## config.mk

```make
export PLATFORM = sky130hd
export DESIGN_NAME = multicycle_control
export DESIGN_NICKNAME = d
export VERILOG_FILES = /design/src/rtl/multicycle_control.sv
export SDC_FILE = /design/constraint.sdc
export NUM_CORES = 1
export LEC_CHECK = 0
export CORE_MARGIN = 1.5
export CORE_UTILIZATION = 42
export CTS_CLUSTER_SIZE = 25
export DETAILED_ROUTE_END_ITERATION = 12
export PLACE_DENSITY = 0.9
export SETUP_SLACK_MARGIN = 0.02
export SYNTH_ARGS = -nofsm -noshare
export SYNTH_HDL_FRONTEND = slang
export SYNTH_SLANG_ARGS = --single-unit
```

## constraint.sdc

```tcl
create_clock -name clock -period 2 [get_ports clock]
set_clock_uncertainty 0.1 [all_clocks]
set_input_delay 0.4 -clock clock [delete_from_list [all_inputs] [get_ports clock]]
set_output_delay 0.4 -clock clock [all_outputs]
set_load 0.01 [all_outputs]
```

## src/rtl/multicycle_control.sv

```systemverilog
// Multi-cycle LEGv8 control unit: sequences FETCH/DECODE/EXEC/MEM/WB, drives the
// datapath enables and ALU operation, times out stalled memory and counts retirements.
module multicycle_control #(
    parameter bit          MEM_HANDSHAKE = 1'b1,
    parameter int unsigned WAIT_W        = 4,
    parameter int unsigned MAX_WAIT      = 15,
    parameter int unsigned CNT_W         = 16
) (
    input  logic             clock,
    input  logic             reset_n,
    input  logic [31:0]      instruction,
    input  logic             mem_ready,
    input  logic             zero,
    output logic             ir_write,
    output logic             pc_write,
    output logic             pc_src,
    output logic             reg2loc,
    output logic             alu_src,
    output logic             mem_to_reg,
    output logic             reg_write,
    output logic             mem_read,
    output logic             mem_write,
    output logic [3:0]       operation,
    output logic [2:0]       state,
    output logic             fault,
    output logic [CNT_W-1:0] retired
);

    typedef enum logic [2:0] {
        S_FETCH  = 3'd0,
        S_DECODE = 3'd1,
        S_EXEC   = 3'd2,
        S_MEM    = 3'd3,
        S_WB     = 3'd4,
        S_FAULT  = 3'd5
    } state_t;

    localparam logic [WAIT_W-1:0] MAX_CNT = WAIT_W'(MAX_WAIT);

    localparam logic [3:0] OP_AND  = 4'b0000;
    localparam logic [3:0] OP_ORR  = 4'b0001;
    localparam logic [3:0] OP_ADD  = 4'b0010;
    localparam logic [3:0] OP_SUB  = 4'b0110;
    localparam logic [3:0] OP_PASS = 4'b0111;

    state_t            state_q, next_state;
    logic              fault_q;
    logic [CNT_W-1:0]  retired_q;
    logic [WAIT_W-1:0] wait_cnt;

    logic       ready, timed_out, retire, wait_inc;
    logic       ir_write_c, pc_write_c, pc_src_c, reg2loc_c, alu_src_c;
    logic       mem_to_reg_c, reg_write_c, mem_read_c, mem_write_c;
    logic [3:0] operation_c;

    // Opcode decode; the instruction register is stable from DECODE onward.
    logic [10:0] op11;
    logic [7:0]  op8;
    logic [5:0]  op6;
    logic        is_add, is_sub, is_and, is_orr, is_ld, is_st;
    logic        is_cbz, is_cbnz, is_b, is_rtype, is_cb, is_legal;
    logic        unused_operand_bits;

    assign op11 = instruction[31:21];
    assign op8  = instruction[31:24];
    assign op6  = instruction[31:26];
    assign unused_operand_bits = ^instruction[20:0];

    assign is_add   = (op11 == 11'b10001011000);
    assign is_sub   = (op11 == 11'b11001011000);
    assign is_and   = (op11 == 11'b10001010000);
    assign is_orr   = (op11 == 11'b10101010000);
    assign is_ld    = (op11 == 11'b11111000010);
    assign is_st    = (op11 == 11'b11111000000);
    assign is_cbz   = (op8  == 8'b10110100);
    assign is_cbnz  = (op8  == 8'b10110101);
    assign is_b     = (op6  == 6'b000101);
    assign is_rtype = is_add | is_sub | is_and | is_orr;
    assign is_cb    = is_cbz | is_cbnz;
    assign is_legal = is_rtype | is_ld | is_st | is_cb | is_b;

    assign ready     = MEM_HANDSHAKE ? mem_ready : 1'b1;
    assign timed_out = (wait_cnt == MAX_CNT);

    always_comb begin
        next_state   = state_q;
        retire       = 1'b0;
        wait_inc     = 1'b0;
        ir_write_c   = 1'b0;
        pc_write_c   = 1'b0;
        pc_src_c     = 1'b0;
        reg2loc_c    = 1'b0;
        alu_src_c    = 1'b0;
        mem_to_reg_c = 1'b0;
        reg_write_c  = 1'b0;
        mem_read_c   = 1'b0;
        mem_write_c  = 1'b0;
        operation_c  = 4'b0000;

        case (state_q)
            S_FETCH: begin
                mem_read_c = 1'b1;
                if (ready) begin
                    ir_write_c = 1'b1;
                    pc_write_c = 1'b1;
                    next_state = S_DECODE;
                end else if (timed_out) begin
                    next_state = S_FAULT;
                end else begin
                    wait_inc = 1'b1;
                end
            end
            S_DECODE: begin
                reg2loc_c = is_st | is_cb;
                if (!is_legal) begin
                    next_state = S_FAULT;
                end else if (is_b) begin
                    pc_write_c = 1'b1;
                    pc_src_c   = 1'b1;
                    retire     = 1'b1;
                    next_state = S_FETCH;
                end else begin
                    next_state = S_EXEC;
                end
            end
            S_EXEC: begin
                reg2loc_c = is_st | is_cb;
                alu_src_c = is_ld | is_st;
                if (is_and)                  operation_c = OP_AND;
                else if (is_orr)             operation_c = OP_ORR;
                else if (is_sub)             operation_c = OP_SUB;
                else if (is_cb)              operation_c = OP_PASS;
                else                         operation_c = OP_ADD;
                if (is_rtype) begin
                    next_state = S_WB;
                end else if (is_ld | is_st) begin
                    next_state = S_MEM;
                end else if (is_cb) begin
                    pc_write_c = is_cbz ? zero : !zero;
                    pc_src_c   = 1'b1;
                    retire     = 1'b1;
                    next_state = S_FETCH;
                end else begin
                    next_state = S_FAULT;
                end
            end
            S_MEM: begin
                alu_src_c   = 1'b1;
                operation_c = OP_ADD;
                mem_read_c  = is_ld;
                mem_write_c = !is_ld;
                if (ready) begin
                    if (is_ld) begin
                        next_state = S_WB;
                    end else begin
                        retire     = 1'b1;
                        next_state = S_FETCH;
                    end
                end else if (timed_out) begin
                    next_state = S_FAULT;
                end else begin
                    wait_inc = 1'b1;
                end
            end
            S_WB: begin
                reg_write_c  = 1'b1;
                mem_to_reg_c = is_ld;
                retire       = 1'b1;
                next_state   = S_FETCH;
            end
            S_FAULT: next_state = S_FAULT;
            default: next_state = S_FAULT;
        endcase
    end

    // The wait counter only survives while a memory state stalls; any transition clears it.
    always_ff @(posedge clock or negedge reset_n) begin
        if (!reset_n) begin
            state_q   <= S_FETCH;
            fault_q   <= 1'b0;
            retired_q <= '0;
            wait_cnt  <= '0;
        end else begin
            state_q  <= next_state;
            fault_q  <= fault_q | (next_state == S_FAULT);
            wait_cnt <= wait_inc ? wait_cnt + WAIT_W'(1) : '0;
            if (retire) begin
                retired_q <= retired_q + CNT_W'(1);
            end
        end
    end

    // Control outputs are held low for the whole time reset is asserted.
    assign ir_write   = reset_n & ir_write_c;
    assign pc_write   = reset_n & pc_write_c;
    assign pc_src     = reset_n & pc_src_c;
    assign reg2loc    = reset_n & reg2loc_c;
    assign alu_src    = reset_n & alu_src_c;
    assign mem_to_reg = reset_n & mem_to_reg_c;
    assign reg_write  = reset_n & reg_write_c;
    assign mem_read   = reset_n & mem_read_c;
    assign mem_write  = reset_n & mem_write_c;
    assign operation  = reset_n ? operation_c : 4'b0000;
    assign state      = state_q;
    assign fault      = fault_q;
    assign retired    = retired_q;

endmodule

```

==> impl_metrics.csv <==
group,metric,value,unit
finish,buf_share,29.69,%
synth,synth.distinct_cells,50,
final_timing,finalWorstSetupSlack,-101.2,ps
drt,viasPerCell,5.692,
drt,routed-via-count,1662,
clock_tree,clock.latency.late_pin,320,ps
finish,clockNetworkAreaShare,1.518,%
clock_tree,root_buffer,"clkbuf_4",
final_timing,drv_slew,0,
status,status,"finished, violations left",
finish,lay_top_count,"buf_4",
die,core,3416,um^2
drt,top_layer,"met4",
worst_setup_path,reg2reg_to,"retired[1]",
synth,synth.avg_cell_area,9.430,um^2
finish,finalNonFillerCells,292,
worst_hold_path,hold_class,"in2async",
die,tap_cells,46,
drt,drc,0,
status,violations,"negative setup slack",
worst_setup_path,worstRegToRegCells,6,
power_and_ir_drop,power.group.top,"registers",
finish,design_area,2390,um^2
power_and_ir_drop,cellLeakagePower,1.064,nW
final_timing,setup_viol,7,
drt,wl_met3,332,um
synth,top_area_cell,"dfrtp_1",
synth,ys_top_logic_family,"simple AND/OR/NAND/NOR gates",
Figure 1. Placement by cell class.
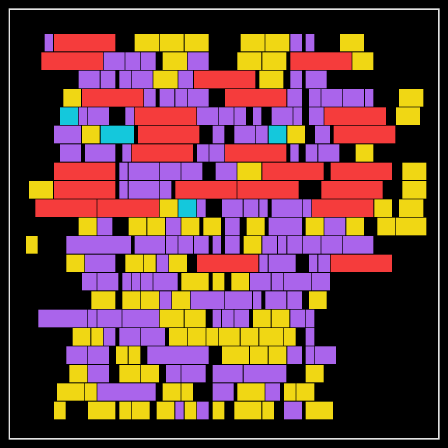
Key: red = flip-flops [cells 24, share of their area 26%]; cyan = clock drivers and dummy loads [cells 4, share of their area 1.6%]; purple = all other logic [cells 130, share of their area 42%]; yellow = other buffers and delay cells [cells 88, share of their area 30%]

Figure 2. Port wiring.
Scale bar: 20 um.
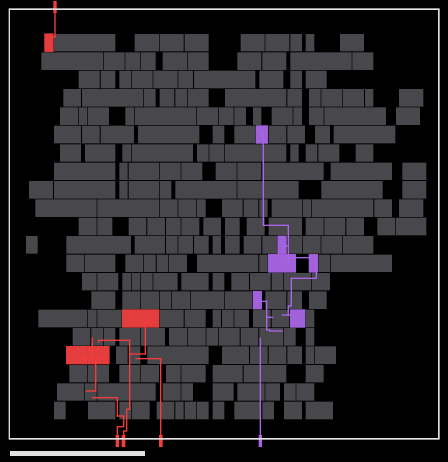
Key: red = operation [direction output, end cells 4, buffers 3, wire 70.6 um]; purple = mem_ready [direction input, end cells 6, buffers 2, wire 65.7 um]

